Fig. 1: run 1, the metal 1 layer
Scale bar: 50 microns.
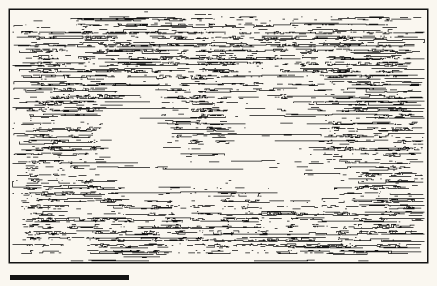
Fig. 2: run 1, metal 2
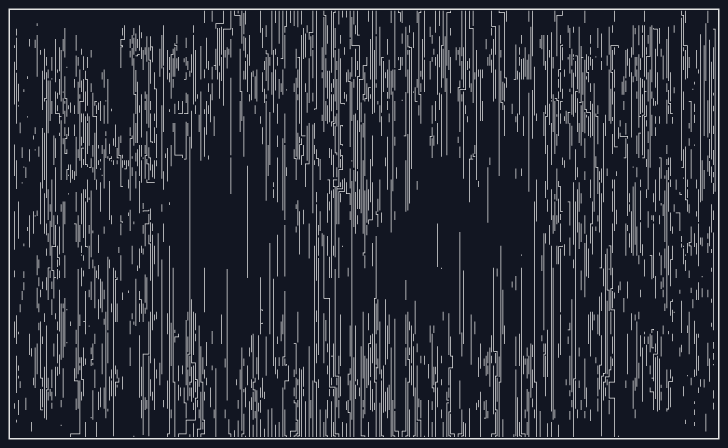
Fig. 3: run 1, met3 routing
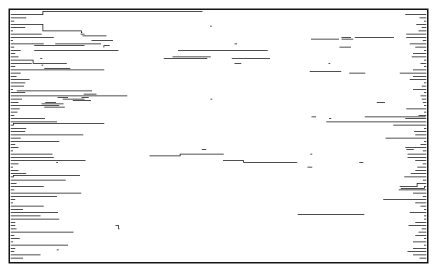
===== src/rtl/mem_arb_pkg.sv =====
// Shared types and constants for the two-port memory arbiter.
// Ports: 0 = instruction fetch, 1 = load/store.
package mem_arb_pkg;

  localparam int   MEM_ARB_WORD_SIZE = 32;
  localparam logic PORT_IF           = 1'b0;
  localparam logic PORT_LS           = 1'b1;

  typedef enum logic [2:0] {
    IDLE,
    SETUP,
    STROBE,
    WAIT,
    RESP
  } arb_state_e;

endpackage


===== src/rtl/mem_arb_rr.sv =====
// Combinational 2-way round-robin picker; on a tie the port that did not
// win last time is granted.
module mem_arb_rr
  import mem_arb_pkg::*;
(
  input  logic [1:0] req,
  input  logic       last,
  output logic       grant_valid,
  output logic       grant_idx
);

  always_comb begin
    grant_valid = |req;
    grant_idx   = PORT_IF;
    case (req)
      2'b01:   grant_idx = PORT_IF;
      2'b10:   grant_idx = PORT_LS;
      2'b11:   grant_idx = ~last;
      default: grant_idx = PORT_IF;
    endcase
  end

endmodule


===== src/rtl/mem_arbiter.sv =====
// Shares the single-port word memory between fetch and load/store ports,
// sequencing each grant as IDLE/SETUP/STROBE/WAIT/RESP. Optional read
// timeout in WAIT is enabled with `define MEM_ARB_TIMEOUT_EN.
module mem_arbiter
  import mem_arb_pkg::*;
#(
  parameter int WORD_SIZE      = MEM_ARB_WORD_SIZE,
  parameter int TIMEOUT_CYCLES = 16
) (
  input  logic                 clk,
  input  logic                 reset,
  input  logic                 p0_req,
  input  logic                 p0_we,
  input  logic [WORD_SIZE-1:0] p0_addr,
  input  logic [WORD_SIZE-1:0] p0_wdata,
  output logic                 p0_ack,
  output logic [WORD_SIZE-1:0] p0_rdata,
  output logic                 p0_err,
  input  logic                 p1_req,
  input  logic                 p1_we,
  input  logic [WORD_SIZE-1:0] p1_addr,
  input  logic [WORD_SIZE-1:0] p1_wdata,
  output logic                 p1_ack,
  output logic [WORD_SIZE-1:0] p1_rdata,
  output logic                 p1_err,
  output logic                 mem_start,
  output logic                 mem_we,
  output logic [WORD_SIZE-1:0] mem_addr,
  output logic [WORD_SIZE-1:0] mem_wdata,
  input  logic                 mem_valid,
  input  logic [WORD_SIZE-1:0] mem_rdata,
  input  logic                 mem_err
);

  arb_state_e           state_q, state_d;
  logic                 last_q, last_d;
  logic                 gnt_q, gnt_d;
  logic                 err_q, err_d;
  logic                 mem_we_q, mem_we_d;
  logic [WORD_SIZE-1:0] mem_addr_q, mem_addr_d;
  logic [WORD_SIZE-1:0] mem_wdata_q, mem_wdata_d;
  logic [WORD_SIZE-1:0] p0_rdata_q, p0_rdata_d;
  logic [WORD_SIZE-1:0] p1_rdata_q, p1_rdata_d;
  logic                 grant_valid, grant_idx;
  logic                 timeout;

  mem_arb_rr u_rr (
    .req         ({p1_req, p0_req}),
    .last        (last_q),
    .grant_valid (grant_valid),
    .grant_idx   (grant_idx)
  );

`ifdef MEM_ARB_TIMEOUT_EN
  localparam int CNT_W = $clog2(TIMEOUT_CYCLES + 1);
  logic [CNT_W-1:0] cnt_q, cnt_d;

  // Counts read WAIT cycles without mem_valid; cleared on the way into WAIT.
  always_comb begin
    cnt_d = cnt_q;
    if (state_q == STROBE)
      cnt_d = '0;
    else if (state_q == WAIT && !mem_we_q && !mem_valid && !timeout)
      cnt_d = cnt_q + 1'b1;
  end

  always_ff @(posedge clk) begin
    if (reset) cnt_q <= '0;
    else       cnt_q <= cnt_d;
  end

  assign timeout = !mem_we_q && (cnt_q == CNT_W'(TIMEOUT_CYCLES - 1));
`else
  assign timeout = 1'b0;
`endif

  always_ff @(posedge clk) begin
    if (reset) state_q <= IDLE;
    else       state_q <= state_d;
  end

  always_comb begin
    state_d = state_q;
    case (state_q)
      IDLE:    if (grant_valid) state_d = SETUP;
      SETUP:   state_d = mem_err ? RESP : STROBE;
      STROBE:  state_d = WAIT;
      // Writes have no completion from the memory, so one WAIT cycle suffices.
      WAIT:    if (mem_we_q || mem_valid || timeout) state_d = RESP;
      RESP:    state_d = IDLE;
      default: state_d = IDLE;
    endcase
  end

  always_comb begin
    last_d      = last_q;
    gnt_d       = gnt_q;
    err_d       = err_q;
    mem_we_d    = mem_we_q;
    mem_addr_d  = mem_addr_q;
    mem_wdata_d = mem_wdata_q;
    p0_rdata_d  = p0_rdata_q;
    p1_rdata_d  = p1_rdata_q;
    case (state_q)
      IDLE: if (grant_valid) begin
        gnt_d       = grant_idx;
        last_d      = grant_idx;
        err_d       = 1'b0;
        mem_we_d    = (grant_idx == PORT_LS) ? p1_we    : p0_we;
        mem_addr_d  = (grant_idx == PORT_LS) ? p1_addr  : p0_addr;
        mem_wdata_d = (grant_idx == PORT_LS) ? p1_wdata : p0_wdata;
      end
      SETUP: if (mem_err) err_d = 1'b1;
      WAIT: if (!mem_we_q) begin
        if (mem_valid) begin
          if (gnt_q == PORT_LS) p1_rdata_d = mem_rdata;
          else                  p0_rdata_d = mem_rdata;
        end else if (timeout) begin
          err_d = 1'b1;
        end
      end
      default: ;
    endcase
  end

  always_ff @(posedge clk) begin
    if (reset) begin
      last_q      <= PORT_LS;
      gnt_q       <= PORT_IF;
      err_q       <= 1'b0;
      mem_we_q    <= 1'b0;
      mem_addr_q  <= '0;
      mem_wdata_q <= '0;
      p0_rdata_q  <= '0;
      p1_rdata_q  <= '0;
    end else begin
      last_q      <= last_d;
      gnt_q       <= gnt_d;
      err_q       <= err_d;
      mem_we_q    <= mem_we_d;
      mem_addr_q  <= mem_addr_d;
      mem_wdata_q <= mem_wdata_d;
      p0_rdata_q  <= p0_rdata_d;
      p1_rdata_q  <= p1_rdata_d;
    end
  end

  // Strobe and acks are gated by reset so they drop in the reset cycle itself.
  always_comb begin
    mem_start = (state_q == STROBE) && !reset;
    p0_ack    = (state_q == RESP) && (gnt_q == PORT_IF) && !reset;
    p1_ack    = (state_q == RESP) && (gnt_q == PORT_LS) && !reset;
    p0_err    = p0_ack && err_q;
    p1_err    = p1_ack && err_q;
  end

  assign mem_we    = mem_we_q;
  assign mem_addr  = mem_addr_q;
  assign mem_wdata = mem_wdata_q;
  assign p0_rdata  = p0_rdata_q;
  assign p1_rdata  = p1_rdata_q;

endmodule


===== config.mk =====
export PLATFORM = sky130hd
export DESIGN_NAME = mem_arbiter
export DESIGN_NICKNAME = d
export VERILOG_FILES = /design/src/rtl/mem_arb_pkg.sv /design/src/rtl/mem_arb_rr.sv /design/src/rtl/mem_arbiter.sv
export SDC_FILE = /design/constraint.sdc
export NUM_CORES = 1
export LEC_CHECK = 0
export ABC_AREA = 1
export CAP_MARGIN = 30
export CORE_ASPECT_RATIO = 0.6
export CORE_UTILIZATION = 38
export CTS_CLUSTER_SIZE = 20
export DETAILED_ROUTE_END_ITERATION = 10
export HOLD_SLACK_MARGIN = 0.03
export PLACE_DENSITY = 0.81
export SLEW_MARGIN = 20
export SYNTH_ARGS = -nofsm -noshare
export SYNTH_HDL_FRONTEND = slang
export SYNTH_HIERARCHICAL = 1
export SYNTH_SLANG_ARGS = --single-unit

===== constraint.sdc =====
create_clock -name clk -period 1.7 [get_ports clk]
set_clock_uncertainty 0.1 [all_clocks]
set_input_delay 0.51 -clock clk [delete_from_list [all_inputs] [get_ports clk]]
set_output_delay 0.51 -clock clk [all_outputs]
set_load 0.02 [all_outputs]

==> Flow_metrics.wiki, run 1 <==
== Run summary ==
{| class="wikitable"
! Metric !! Value
|-
| Run status || finished, violations left
|-
| Highest clock frequency the design can meet || 527 MHz
|-
| Count of H-tree levels built during CTS || 4
|-
| Sequential portion of the cell area || 24.8%
|-
| Category of the critical setup timing path || register to primary output
|-
| Post-CTS Repair Setup Buffers || 9
|-
| Largest net degree at the start of global routing || 65
|-
| Final WS setup || -0.198 ns
|-
| Share of final layout cell area taken by clock buffers and inverters || 5.45%
|-
| Combinational gate count || 686
|-
| Antenna violations before repair || 2
|-
| Final setup violation count || 5
|-
| Failing checks || negative setup slack
|-
| LEAKAGE || 5.48 nW
|-
| Vertical die dimension || 106 microns
|-
| Clock slew seen by the registers of the worst setup and hold paths || 0.06 ns
|-
| Relative area of non-clock buffer cells in the final design || 31.7%
|-
| Synthesized-area fraction occupied by adder cells || 0%
|-
| Clock tree buffer depth || 2
|-
| Cell Rows || 37
|-
| Clock insertion delay at the later pin of the skew report || 0.40 ns
|-
| Chip Footprint || 18500 sq um
|-
| Largest contributor to cell area by class || non-clock buffers
|-
| Mapped Avg Cell Area || 6.02 sq um
|-
| Crit start category || register
|}
About Fig. 1:
wire length on this layer: 9960 microns
share of all routed wire: 45%
main direction: horizontal
nets with wire on the layer: 1460
longest straight run: 52.0 microns
via total after detailed routing: 7585
Total Wirelength: 22.4 mm
met1 demand-to-capacity share in global routing: 28.6%

About Fig. 2:
main direction: vertical
wire length on this layer: 10500 microns
longest straight run: 58.8 microns
nets with wire on the layer: 1203
share of all routed wire: 47%

About Fig. 3:
nets with wire on the layer: 181
longest straight run: 66.7 microns

==> run 1: worst max-delay path, stage by stage, from the launching register on <==
cell,delay [ns]
dfxtp_2,0.33
nor2_2,0.09
nand3_2,0.13
nor3_2,0.16
buf_4,0.17
==> run 1: metrics by stage <==
step	worst slack (ns)	cell area, sq um	std cells	util, %	hold WS (ns)
after global placement	-1.01	10400	1643	60.1	0.367
final	-0.198	10900	1695	63.0	0.380
after detailed placement	-1.03	10400	1643	60.1	0.372
after global routing	-0.248	10900	1695	63.0	0.360
after CTS	-0.254	11000	1684	63.8	0.353
after floorplan	-0.121	6820	1130	-	0.329
==> run 1: where the power goes <==
group          leakage (nW)  internal (mW)  switching, mW
Combinational          4.10           1.43           1.76
Clock                 0.279           2.21           1.54
Sequential             1.11           3.49          0.165
Total                  5.48           7.13           3.46
==> run 2: changes to the inputs <==
- HOLD_SLACK_MARGIN: 0.03 -> 0.1
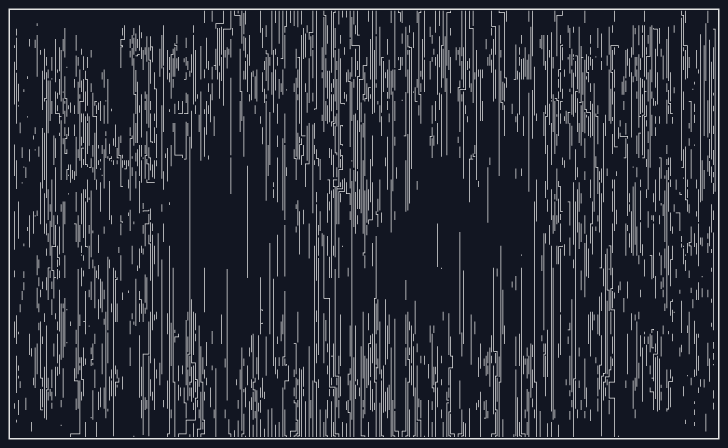
Fig. 4. Metal 2 (run 2).
share of all routed wire: 47%
nets with wire on the layer: 1203

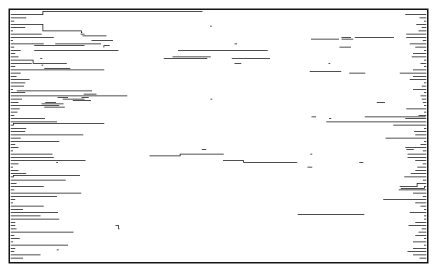
Fig. 5. Met3 routing (run 2).
main direction: horizontal
longest straight run: 66.7 microns
M3 GR Usage: 7.03%

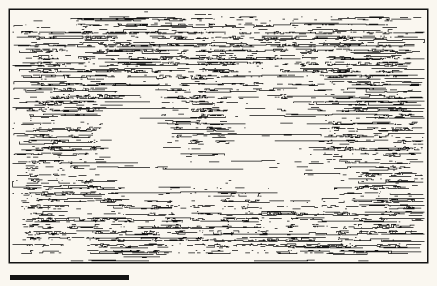
Fig. 6. The metal 1 layer (run 2).
Scale bar: 50 microns.
longest straight run: 52.0 microns
wire length on this layer: 9960 microns

==> run 2 against run 1 <==
Cell area did not move. Critical path type unchanged. Worst setup slack is the same. Non-clock buffer count stayed put. Global-route usage unchanged. Largest cell class unchanged. The run still ends with negative setup slack left. Critical endpoint unchanged.
==> Flow_metrics.wiki, run 2 <==
== Run summary ==
{| class="wikitable"
! Metric !! Value
|-
| Via total after detailed routing || 7585
|-
| Final setup violation count || 5
|-
| Vertical die dimension || 106 microns
|-
| Final WS setup || -0.198 ns
|-
| Finished Cell Area || 10900 sq um
|-
| Clock insertion delay at the later pin of the skew report || 0.40 ns
|-
| Largest net degree at the start of global routing || 65
|-
| Chip Footprint || 18500 sq um
|-
| Category of the critical setup timing path || register to primary output
|-
| Sequential portion of the cell area || 24.8%
|-
| Mapped Avg Cell Area || 6.02 sq um
|-
| Run status || finished, violations left
|-
| Worst slack at placement || -1.03 ns
|-
| Gate family responsible for the most delay along the worst path || simple AND/OR/NAND/NOR gates
|-
| Cell Rows || 37
|-
| Failing checks || negative setup slack
|-
| Crit start category || register
|-
| Cells along the critical path || nor2_2 > nand3_2 > nor3_2 > buf_4
|-
| Count of H-tree levels built during CTS || 4
|-
| Placed instance count || 1643
|}
[run 2: cell counts in the layout (fill, tap and decap cells not counted)]
No cell type changed its count.
[run 2: worst min-delay path, stage by stage]
cell	delay, ns
buf_2	0.12
buf_4	0.15
a21oi_1	0.04
[run 2: report_power, final]
part / internal (mW) / switching, mW
registers: 3.49 / 0.165
clock network: 2.21 / 1.54
logic: 1.43 / 1.76
[run 2: logic make-up (layout without fill, tap and decap cells)]
group,after synthesis,after routing,synth area share [%]
simple gates,618,618,37.1
buf+inv,309,638,18.2
flops,135,135,39.7
compound gates,68,68,5.00
other cells,0,2,0
[run 2: what timing repair did]
action                                  4_1_cts  5_1_grt
endpoints found under the setup margin      134      136
resized                                     272      136
cloned                                        0        7
setup buffers                                 9        5
pin swaps                                     7       13
Power is estimated from default activity; no workload was simulated.
